$ cat src/rtl/wl_ctrl_pkg.sv
// Shared types and helpers for the wordline pulse controller.
package wl_ctrl_pkg;

  typedef enum logic [1:0] {
    IDLE  = 2'd0,
    PRECH = 2'd1,
    WL_ON = 2'd2,
    RECOV = 2'd3
  } wl_state_e;

  // Width that holds every down-counter load value (PRE_CYC-1, PULSE_CYC-1).
  function automatic int cnt_width(input int pre_cyc, input int pulse_cyc);
    int m;
    m = (pre_cyc > pulse_cyc) ? pre_cyc : pulse_cyc;
    return (m < 1) ? 1 : $clog2(m + 1);
  endfunction

endpackage

$ cat src/rtl/wl_addr_dec.sv
// One-cold wordline decoder; addresses at or above NUM_WL decode to all ones.
module wl_addr_dec
  import wl_ctrl_pkg::*;
#(
  parameter int ADDR_W = 6,
  parameter int NUM_WL = 64
) (
  input  logic [ADDR_W-1:0] addr,
  input  logic              en,
  output logic [NUM_WL-1:0] wl
);

  always_comb begin
    wl = '1;
    for (int i = 0; i < NUM_WL; i++) begin
      if (en && (32'(addr) == i)) wl[i] = 1'b0;
    end
  end

endmodule

$ cat src/rtl/wl_pulse_ctrl.sv
// Sequences bitline precharge, a timed active-low wordline pulse and recovery
// for one row access; all outputs except req_ready come straight from flops.
//
// state | meaning
// IDLE  | waiting for a request, req_ready high
// PRECH | bitline precharge, PRE_CYC cycles
// WL_ON | selected wordline low, PULSE_CYC cycles
// RECOV | all wordlines high, done pulse
module wl_pulse_ctrl
  import wl_ctrl_pkg::*;
#(
  parameter int ADDR_W    = 6,
  parameter int NUM_WL    = 64,
  parameter int PRE_CYC   = 2,
  parameter int PULSE_CYC = 3
) (
  input  logic              clk,
  input  logic              rst,
  input  logic              req_valid,
  output logic              req_ready,
  input  logic [ADDR_W-1:0] req_addr,
  output logic              bl_prech,
  output logic [NUM_WL-1:0] wordline,
  output logic              done,
  output logic              addr_err
);

  localparam int CNT_W = cnt_width(PRE_CYC, PULSE_CYC);
  localparam logic [CNT_W-1:0] PRE_LOAD   = CNT_W'(PRE_CYC - 1);
  localparam logic [CNT_W-1:0] PULSE_LOAD = CNT_W'(PULSE_CYC - 1);
  localparam logic [CNT_W-1:0] CNT_ONE    = CNT_W'(1);

  wl_state_e         state, state_nxt;
  logic [CNT_W-1:0]  cnt, cnt_nxt;
  logic [ADDR_W-1:0] addr_q, addr_nxt;
  logic [NUM_WL-1:0] wl_dec;
  logic              addr_oor;

  assign req_ready = (state == IDLE);
  assign addr_oor  = (32'(addr_q) >= NUM_WL);

  always_comb begin
    state_nxt = state;
    cnt_nxt   = cnt;
    addr_nxt  = addr_q;
    case (state)
      IDLE: begin
        if (req_valid) begin
          state_nxt = PRECH;
          cnt_nxt   = PRE_LOAD;
          addr_nxt  = req_addr;
        end
      end
      PRECH: begin
        if (cnt == '0) begin
          state_nxt = WL_ON;
          cnt_nxt   = PULSE_LOAD;
        end else begin
          cnt_nxt = cnt - CNT_ONE;
        end
      end
      WL_ON: begin
        if (cnt == '0) state_nxt = RECOV;
        else           cnt_nxt   = cnt - CNT_ONE;
      end
      RECOV:   state_nxt = IDLE;
      default: state_nxt = IDLE;
    endcase
  end

  // Decode from next state so the wordline flop changes on the same edge as the FSM.
  wl_addr_dec #(
    .ADDR_W (ADDR_W),
    .NUM_WL (NUM_WL)
  ) u_dec (
    .addr (addr_nxt),
    .en   (state_nxt == WL_ON),
    .wl   (wl_dec)
  );

  always_ff @(posedge clk) begin
    if (rst) begin
      state    <= IDLE;
      cnt      <= '0;
      addr_q   <= '0;
      wordline <= '1;
      bl_prech <= 1'b0;
      done     <= 1'b0;
      addr_err <= 1'b0;
    end else begin
      state    <= state_nxt;
      cnt      <= cnt_nxt;
      addr_q   <= addr_nxt;
      wordline <= wl_dec;
      bl_prech <= (state_nxt == PRECH);
      done     <= (state_nxt == RECOV);
      addr_err <= (state_nxt == RECOV) && addr_oor;
    end
  end

endmodule

$ cat config.mk
export PLATFORM = sky130hd
export DESIGN_NAME = wl_pulse_ctrl
export DESIGN_NICKNAME = d
export VERILOG_FILES = /design/src/rtl/wl_ctrl_pkg.sv /design/src/rtl/wl_addr_dec.sv /design/src/rtl/wl_pulse_ctrl.sv
export SDC_FILE = /design/constraint.sdc
export NUM_CORES = 1
export LEC_CHECK = 0
export CAP_MARGIN = 15
export CORE_MARGIN = 10
export CORE_UTILIZATION = 50
export CTS_CLUSTER_SIZE = 10
export DETAILED_ROUTE_END_ITERATION = 10
export GPL_ROUTABILITY_DRIVEN = 0
export HOLD_SLACK_MARGIN = 0.08
export PLACE_DENSITY = 0.85
export SETUP_SLACK_MARGIN = 0.5
export SLEW_MARGIN = 10
export SYNTH_ARGS = -nofsm -noshare
export SYNTH_HDL_FRONTEND = slang
export SYNTH_SLANG_ARGS = --single-unit
$ cat constraint.sdc
create_clock -name clk -period 2.72 [get_ports clk]
set_input_delay 0.272 -clock clk [delete_from_list [all_inputs] [get_ports clk]]
set_output_delay 0.272 -clock clk [all_outputs]
set_load 0.005 [all_outputs]
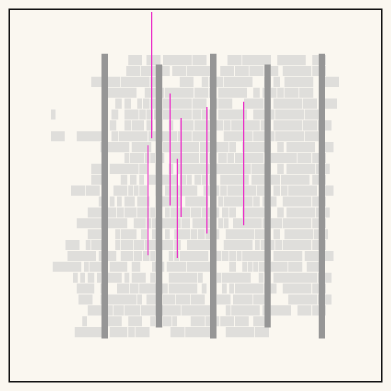
run_1/layer_met4.png
Scale: 4 px per um. Supply wires on this layer in gray. Cells faint in the background.
The longest straight run is 31.3 um. The wires run mostly vertical.

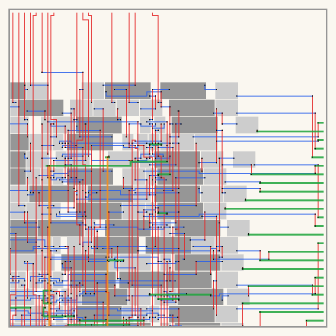
run_1/detail.png
Region (43, 43) to (93, 93) um. Cells in gray, sequential cells in the stronger gray; small squares are vias.
Orange stands for metal 4. Green stands for metal 3. Blue stands for metal 1. Red stands for metal 2.
111 logic cells have their middle in the window. Most frequent: clkdlybuf4s50_1 (35), nand3_1 (31), dfxtp_1 (31). Sequential cells in the window: 31. Netlist names of flops here include wordline (31).

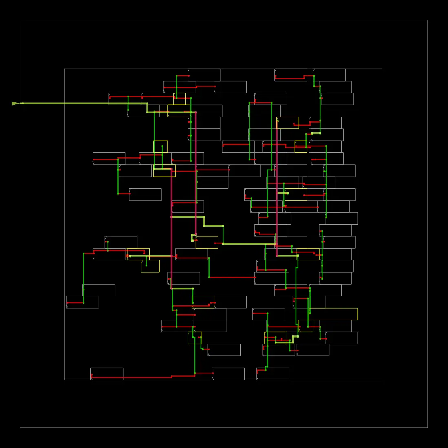
run_1/clocks.png
Setup Skew: 10.1 ps
flip-flops: 76
Latency at later pin: 360 ps
Sink Count: 76
TritonCTS buffer count: 9

==> results.yml, run 1 <==
# flow metrics
outcome:
  status: "complete, no violations"
yosys:
  yosys_warnings: 0
  ys_sh_aoi: 0.0614
  netlist.area_leader.share: 0.575
  ys_cells: 259
  syn_nets: 276
  ys.flops: 76
  ys_sh_xor: 0
  yosysTopAreaCell: "dfxtp_1"
  ys_types: 35
  topCellsByArea: "dfxtp_1, nand3_1, nor2_1"
  mux_area_frac: 0.0350
  synth-adder-area-share: 0.0378
  avgSynthCellArea_um2: 10.2
timing:
  setup_viol: 0
  slew_viol_final: 0
  period_used_share: 0.789
  relSlewSlack: 0.511
  hold_viol: 0
  grt_setup_unrepaired: "false"
  fmax_mhz: 466
  tightest_slew_ps: 731
  setup_tns_ps: 0
  period_needed_ps: 2140
global_route:
  overflow: 0
  antenna_found_initial: 0
  grt_use_met3: 0.0517
  grt_pass1_vias: 2173
  top_usage_layer: "met2"
  grt_max_degree: 37
  grt_pass1_wl_um: 11000
  use_met1: 0.173
  gr-usage-all-layers: 0.159
critical_path:
  critical-path-max-stage-delay_ps: 510
  cp.arrival_ps: 2340
  worst-path-buf-inv: 1
  critical_path_class: "register to register"
  cp_top_family: "simple AND/OR/NAND/NOR gates"
  startpoint_type: "register"
  cp_cell_sequence: "inv_1, ha_4, and2_4, mux2i_4, nor2_1, nand3_1"
  crit_fanout: 12
  critPathRequiredTime_ps: 2920
route:
  drc: 0
  wl_per_cell_um: 16.5
  drtIter0Drc: 110
  dr.pass1.iters: 5
  ant_nets: 0
  via_count: 2196
  viasPerCell: 5.33
clock_network:
  cts_tree: "built"
  htree_levels: 3
  cts-root-buf: "clkbuf_8"
  clockBufferDepth: 2
floorplanning:
  die_w_um: 92.8
  core.rowCount: 26
  core_area_um2: 5110
  die_h_um: 92.8
  ios: 77
  die-area_um2: 8610
run:
  warning_count: 32
cells_and_area:
  fin_nets: 354
  diodes: 0
  syn_to_final_growth_pct: 38.5
  fill_cells: 369
  layout_top_cells: "dfxtp_1, clkdlybuf4s50_1, nand3_1"
hold_path:
  hp-class: "register to register"
power_and_ir_drop:
  vdd_drop_max_mv: 0.549
place:
  port_buffers: 75
## run 1: worst paths after layout
check | startpoint | to | slack, ps | depth (start not counted)
worst min-delay path | addr_q[2] | addr_q[2] | 500 | 2
worst max-delay path | state[0] | wordline[62] | 580 | 6
worst min register to register | addr_q[2] | addr_q[2] | 500 | 2
worst max register to register | state[0] | wordline[62] | 580 | 6
## run 1: routing by layer
layer | vias up | routed length (um)
li1 | 1048 | -
met1 | 1034 | 2710
met2 | 95 | 3350
met3 | 19 | 543
met4 | 0 | 197
met5 | - | 0
## run 1: flip-flops by register name, indices dropped and copies added (netlist names)
name and count:
wordline 64, addr_q 6, cnt 2, state 2
bl_prech 1, done 1
## run 1: worst min-delay path, stage by stage, from the launching register on
cell and delay [ps]:
dfxtp_1 340, nand2_1 60, a21oi_1 50
## run 1: kinds of logic (layout without fill, tap and decap cells)
group           after synthesis  in the layout
simple gates                127            127
flops                        76             76
compound gates               20             20
buf+inv                      20            103
fa+ha+maj                     8              8
mux                           7              7
other cells                   1              1
## run 1: Yosys cell counts
cell type  number
dfxtp_1        76
nand3_1        52
nor2_1         34
nand2_1        20
inv_1          10
ha_1            8
nor3_1          8
a21oi_1         6
buf_6           6
a31oi_1         4
mux2i_1         3
a211oi_1        2
a221o_1         2
and4_1          2
and4b_1         2
buf_4           2
nand4b_1        2
nor3_4          2
o31a_1          2
a221o_2         1
a221oi_1        1
a32oi_4         1
and2_4          1
buf_2           1
clkbuf_1        1
conb_1          1
mux2_2          1
mux2_4          1
mux2i_2         1
mux2i_4         1
nand2_2         1
nand2b_1        1
nor2_8          1
nor2b_1         1
o21bai_1        1
## run 1: metrics by stage
| step | instance area, um2 | util | instances | hold WS [ps] | setup WS, ps |
|---|---|---|---|---|---|
| after global placement | 3410 | 0.669 | 395 | 478 | 339 |
| after global routing | 3670 | 0.718 | 412 | 534 | 528 |
| after CTS | 3630 | 0.710 | 411 | 504 | 513 |
| after floorplan | 2650 | - | 259 | 408 | 920 |
| after detailed placement | 3410 | 0.669 | 395 | 490 | 249 |
| final | 3670 | 0.718 | 412 | 500 | 575 |
## run 1: repair_timing
item	CTS	global route
pin swaps	0	2
setup endpoints to repair	26	42
endpoints found under the hold margin	0	0
hold buffers	0	0
setup buffers	0	1
resized	2	8
## run 1: power by group
group,internal (uW),switching (uW)
Sequential,1160,39.3
Clock,439,446
Combinational,338,599
Total,1940,1080
## run 1: cell type report
type / instances / area (um2) / area share
clock inverter: 7 / 82.6 / 0.0225
sequential: 76 / 1520 / 0.415
inverter: 10 / 37.5 / 0.0102
multi-input combinational: 163 / 1040 / 0.282
tap: 70 / 87.6 / 0.0239
timing repair buffer: 77 / 778 / 0.212
clock buffer: 9 / 124 / 0.0338
run_1/io_placement.png
Scale: 4 px per um. Pins as bars across the die edge, other pins in gray.
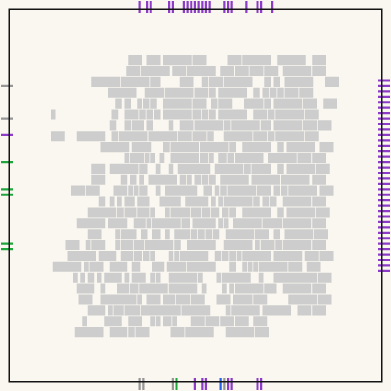

==> inputs of run 2 (changes only) <==
--- a/config.mk
+++ b/config.mk
@@ -7,12 +7,12 @@
 export LEC_CHECK = 0
 export CAP_MARGIN = 15
 export CORE_MARGIN = 10
-export CORE_UTILIZATION = 50
+export CORE_UTILIZATION = 46
 export CTS_CLUSTER_SIZE = 10
 export DETAILED_ROUTE_END_ITERATION = 10
 export GPL_ROUTABILITY_DRIVEN = 0
 export HOLD_SLACK_MARGIN = 0.08
-export PLACE_DENSITY = 0.85
+export PLACE_DENSITY = 0.79
 export SETUP_SLACK_MARGIN = 0.5
 export SLEW_MARGIN = 10
 export SYNTH_ARGS = -nofsm -noshare
==> constraint.sdc (replaced) <==
create_clock -name clk -period 2.18 [get_ports clk]
set_input_delay 0.218 -clock clk [delete_from_list [all_inputs] [get_ports clk]]
set_output_delay 0.218 -clock clk [all_outputs]
set_load 0.005 [all_outputs]
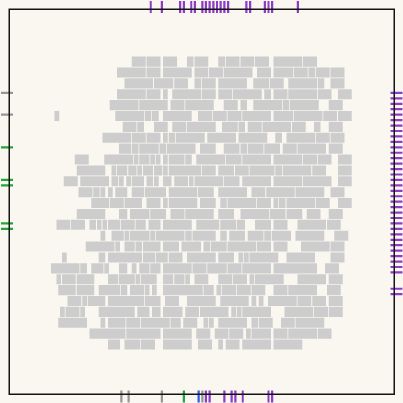
run_2/io_placement.png
Scale: 4 px per um. Pins as bars across the die edge, other pins in gray.
Purple stands for wordline, pins 64, direction output, edge 36 right, 20 top, 8 bottom. Green stands for req_addr, pins 6, direction input, edge 5 left, 1 bottom. Blue stands for done, pins 1, direction output, edge bottom.
All pins by edge: 36 right, 20 top, 14 bottom, 7 left.

==> results.yml, run 2 <==
# flow metrics
outcome:
  status: "complete, no violations"
timing:
  setup_viol: 0
  fmax_mhz: 528
  hold_viol: 0
  period_used_share: 0.868
  grt_setup_unrepaired: "true"
  tightest_slew_ps: 565
  setup_tns_ps: 0
  slew_viol_final: 0
  period_needed_ps: 1890
  relSlewSlack: 0.623
critical_path:
  startpoint_type: "register"
  r2r_start: "state[0]"
  cp.arrival_ps: 2180
  reg2reg_to: "wordline[48]"
  rrSetupSlack_ps: 290
yosys:
  mux_area_frac: 0.0350
  ys_sh_aoi: 0.0614
  edf_count: 0
  synth-adder-area-share: 0.0378
  common_cells: "dfxtp_1, nand3_1, nor2_1"
  yosysTopAreaCell: "dfxtp_1"
  synth_top_cell_by_count: "dfxtp_1"
  yosys_warnings: 0
  ys.flops: 76
  synth-async-reset-ratio: 0
  ys_sh_xor: 0
  ys_cells: 259
  netlist.area_leader.share: 0.575
route:
  via_count: 2418
  drtIter0Drc: 160
  wl_per_cell_um: 20.9
  ant_nets: 0
clock_network:
  clockBufferDepth: 2
  cts-hold-fix-buffers: 0
  cts_tree: "built"
  clkLatencyLatePin_ps: 360
  cts-root-buf: "clkbuf_8"
  numClockSinks: 76
floorplanning:
  die_w_um: 95.9
  die_h_um: 95.9
  core_area_um2: 5540
  ios: 77
cells_and_area:
  largest_register_ffs: 64
  layout_top_cells: "dfxtp_1, clkdlybuf4s50_1, nand3_2"
  final_core_util: 0.772
  fin_nets: 379
  diodes: 0
power_and_ir_drop:
  internal-power_uw: 2830
  pwr-share-clk: 0.230
  vdd_drop_max_mv: 0.791
hold_path:
  worstHoldEndpoint: "addr_q[2]"
  hold_depth: 2
  min-delay-start: "addr_q[2]"
place:
  port_buffers: 75
global_route:
  gr-usage-all-layers: 0.192
run:
  warning_count: 34
-- run 2: cell count changes in the layout (fill, tap and decap cells not counted), moves of 3 or more --
cell	change
a31oi_2	+3
a31oi_1	-3
buf_12	+5
nor3_1	-3
buf_6	+9
nor2_4	+16
nor2_1	-9
buf_4	+7
nand3_2	+29
nor3_2	+3
nand3_1	-30
nor2_2	-3
-- run 2: repair_timing --
action                                  4_1_cts  5_1_grt
gates resized                                57       19
buffers inserted                             15        2
pin swaps                                    11        8
gates cloned                                  4        0
endpoints found under the setup margin       67       69
-- run 2: worst max path at each step --
stage / endpoint / depth (start not counted) / start / slack [ps]
2_1_floorplan: wordline[28] / 7 / state[0] / 510
4_1_cts: wordline[11] / 7 / state[0] / 360
6_report: wordline[48] / 7 / state[0] / 290
3_3_place_gp: wordline[15] / 5 / req_valid / 190
3_5_place_dp: wordline[15] / 5 / req_valid / 130
5_1_grt: wordline[10] / 6 / state[0] / 210
-- run 2: area by class of cell --
cell class | count | area, um2
Tap cell | 72 | 90.1
Clock inverter | 6 | 65.1
Inverter | 10 | 47.5
Sequential cell | 76 | 1530
Multi-Input combinational cell | 167 | 1390
Clock buffer | 10 | 128
Timing Repair Buffer | 98 | 1030
Fill cell | 323 | 1260
-- run 2: metal layers --
layer | global-route usage | wire length (um) | share of wire
met1 | 0.193 | 3380 | 0.37
met5 | 0 | 0 | 0
met4 | 0.0835 | 193 | 0.021
met3 | 0.0646 | 717 | 0.078
met2 | 0.353 | 4870 | 0.53
-- run 2: logic make-up (layout without fill, tap and decap cells) --
family / count (synthesis) / in the layout
mux: 7 / 7
fa+ha+maj: 8 / 8
compound gates: 20 / 20
buf+inv: 20 / 124
flops: 76 / 76
other cells: 1 / 1
simple gates: 127 / 131
-- run 2: power by group through the flow --
stage | logic [uW] | registers (uW) | clock network (uW)
3_3_place_gp | 1150 | 1530 | 0
2_1_floorplan | 940 | 1530 | 0
5_1_grt | 2130 | 1530 | 1130
4_1_cts | 1780 | 1520 | 1050
3_5_place_dp | 1170 | 1530 | 0
6_report | 2020 | 1520 | 1060
-- run 2: per-stage QoR --
stage               hold slack, ps  total power (uW)  setup WS, ps  std cells  cell area, um2
detailed placement             481              2700           126        402            3510
floorplan                      354              2470           506        259            2710
global route                   533              4780           210        439            4280
global placement               478              2690           190        402            3510
finish                         492              4600           288        439            4280
CTS                            491              4340           355        437            4180
-- run 2: worst max-delay path, delay by kind of cell, from the launching register on --
| family | cells | cell delay, ps |
|---|---|---|
| mux | 1 | 510 |
| simple gates | 3 | 460 |
| flops | 1 | 370 |
| buf+inv | 2 | 330 |
| fa+ha+maj | 1 | 140 |
run_2/layer_met3.png
Scale: 4 px per um. Cells faint in the background.
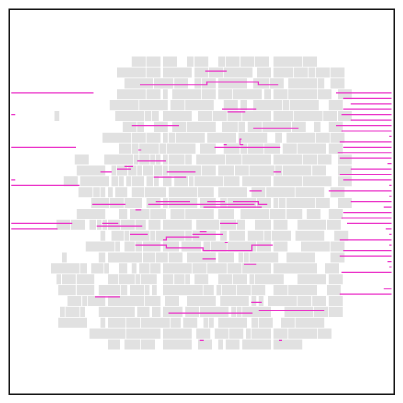

==> inputs of run 3 (changes only) <==
--- a/config.mk
+++ b/config.mk
@@ -7,14 +7,15 @@
 export LEC_CHECK = 0
 export CAP_MARGIN = 15
 export CORE_MARGIN = 10
-export CORE_UTILIZATION = 46
+export CORE_UTILIZATION = 48
 export CTS_CLUSTER_SIZE = 10
 export DETAILED_ROUTE_END_ITERATION = 10
 export GPL_ROUTABILITY_DRIVEN = 0
 export HOLD_SLACK_MARGIN = 0.08
-export PLACE_DENSITY = 0.79
+export PLACE_DENSITY = 0.8
 export SETUP_SLACK_MARGIN = 0.5
 export SLEW_MARGIN = 10
 export SYNTH_ARGS = -nofsm -noshare
 export SYNTH_HDL_FRONTEND = slang
+export SYNTH_HIERARCHICAL = 1
 export SYNTH_SLANG_ARGS = --single-unit
==> constraint.sdc (replaced) <==
create_clock -name clk -period 2.1 [get_ports clk]
set_input_delay 0.21 -clock clk [delete_from_list [all_inputs] [get_ports clk]]
set_output_delay 0.21 -clock clk [all_outputs]
set_load 0.005 [all_outputs]
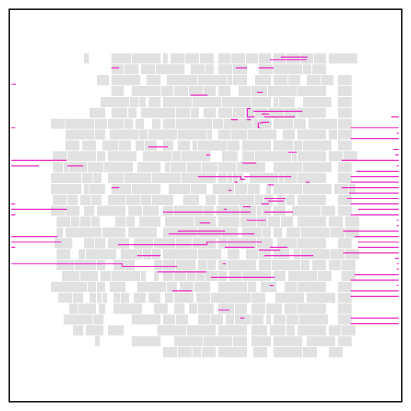
run_3/layer_met3.png
Scale: 4 px per um. Cells faint in the background.
The longest straight run is 27.6 um. 77 nets have wire on it.

==> results.yml, run 3 <==
# flow metrics
floorplanning:
  ios: 77
  fp_util: 0.493
  die_h_um: 97.8
  die_w_um: 97.8
  core_area_um2: 5890
clock_network:
  numClockSinks: 76
  cts_buffers: 9
  cts-root-buf: "clkbuf_8"
  clockBufferDepth: 2
  clkLatencyLatePin_ps: 350
  cts_tree: "built"
  cts.reportedPaths.clkPinSlew_ps: 80
  cts-hold-fix-buffers: 0
global_route:
  antenna_found_initial: 0
  grt_max_degree: 33
  met2_usage: 0.263
  top_usage_layer: "met2"
  gr-usage-all-layers: 0.155
  use_met1: 0.170
  grt_pass1_wl_um: 12400
  grt_use_met3: 0.0543
timing:
  tightest_slew_ps: 615
  setup_tns_ps: -4270
  fmax_mhz: 441
  relSlewSlack: 0.590
  grt_setup_unrepaired: "true"
  clock_skew_ps: 10.4
  period_used_share: 1.08
  slew_viol_final: 0
  hold_viol: 0
  setup_viol: 61
  hold-worst-slack_ps: 381
  layout_setup_ws_ps: -168
  period_needed_ps: 2270
outcome:
  failed_checks: "setup timing"
  status: "complete, but fails checks"
cells_and_area:
  fin_cells: 483
  largest_register_ffs: 64
  fin_area_um2: 4860
  syn_to_final_growth_pct: 67.5
  final_common_cell: "dfxtp_1"
  biggestRegsByFlops: "wordline (64), addr_q (6)"
  diodes: 0
  layout_top_cells: "dfxtp_1, clkdlybuf4s50_1, or2_4"
  fin_nets: 421
  regMostFlops: "wordline"
yosys:
  netlist.area_leader.share: 0.524
  syn_area_um2: 2900
  yosys_area_um2: 2900
  ys_types: 36
  edf_count: 0
  ys.flops: 76
  synth_top_cell_by_count: "dfxtp_1"
  ys_cells: 295
  yosysTopAreaCell: "dfxtp_1"
  synth-async-reset-ratio: 0
  common_cells: "dfxtp_1, nand2_1, or2_2"
  synth_cells: 295
  topCellsByArea: "dfxtp_1, or2_2, nand2_1"
  ys_seq_share: 0.524
  ys.flop_type: "dfxtp_1"
  yosys_warnings: 6
hold_path:
  hold_depth: 2
  hp-class: "input port to register"
critical_path:
  startpoint_type: "register"
  cp.arrival_ps: 2500
  critPathRequiredTime_ps: 2340
  end_kind: "register"
  reg2reg_depth: 10
power_and_ir_drop:
  pwr-share-clk: 0.238
  power_switching_uw: 1430
  vdd_drop_max_mv: 0.950
  power_switching_share: 0.330
  internal-power_uw: 2890
route:
  via_count: 2554
  ant_nets: 0
  wl_per_cell_um: 20.2
  drtIter0Drc: 227
  drt-total-wl_um: 9770
place:
  dp_cells: 444
  dp_hpwl_um: 4880
  port_buffers: 75
  dpl_cell_area_um2: 3990
  dp_slack_ps: -185
run:
  warning_count: 36
## run 3: cell types whose count changed in the layout (fill, tap and decap cells not counted), moves of 13 or more
cell     before  now
nand3_1      22    0
nand2_4       0   21
nor2_1       18    3
nor2_4       16    0
buf_4         8   21
nand2_2       1   29
nand3_2      29    0
or2_4         0   57
## run 3: path summary, 6_finish.rpt
path / startpoint / end / slack [ps]
worst max register to register: state[0] / wordline[6] / -170
worst min-delay path: rst / state[1] / 380
worst max-delay path: state[0] / wordline[6] / -170
worst min register to register: cnt[1] / cnt[1] / 520
## run 3: area by class of cell
| type | count | area (um2) |
|---|---|---|
| timing repair buffer | 109 | 1140 |
| clock inverter | 5 | 35.0 |
| fill | 294 | 1020 |
| multi-input combinational | 201 | 1890 |
| sequential | 76 | 1520 |
| clock buffer | 11 | 151 |
| tap | 75 | 93.8 |
| inverter | 6 | 27.5 |
## run 3: critical path, cell delays in order, from the launching register on
cell	delay, ps
dfxtp_2	370
inv_4	50
ha_4	170
o21bai_1	150
a221o_1	350
o21ba_4	260
nor3b_4	210
buf_4	150
buf_12	120
nand2_1	100
or2_4	250
## run 3: layer usage
layer  part of all wire  vias up
met5                  0        -
met4              0.035        0
met3              0.068       27
met2               0.50      132
met1               0.40     1225
li1                   -     1170
## run 3: timing repair
action,4_1_cts,5_1_grt
endpoints found under the setup margin,67,69
resized,33,98
cloned,5,6
setup buffers,7,5
pin swaps,6,24
## run 3: per-stage QoR
stage | util | power [uW]
after floorplan | - | 2310
after global placement | 0.678 | 2600
after detailed placement | 0.678 | 2650
after CTS | 0.746 | 3890
after global routing | 0.826 | 4500
final | 0.826 | 4320
## run 3: kinds of logic after synthesis
| logic type | count (synthesis) | synth area share |
|---|---|---|
| AND-OR/OR-AND | 10 | 0.0276 |
| adder cells (fa/ha/maj) | 9 | 0.0388 |
| buffers and inverters | 25 | 0.0414 |
| flip-flops | 76 | 0.524 |
| multiplexers | 6 | 0.0233 |
| other | 1 | 0.00129 |
| AND/OR/NAND/NOR | 168 | 0.344 |
## run 3: power groups by stage
stage          sequential, uW  combinational [uW]  clock [uW]
6_report                 1550                1740        1030
5_1_grt                  1560                1840        1110
4_1_cts                  1540                1320        1030
3_5_place_dp             1570                1080           0
3_3_place_gp             1560                1040           0
2_1_floorplan            1570                 739           0
Power is estimated from default activity; no workload was simulated.
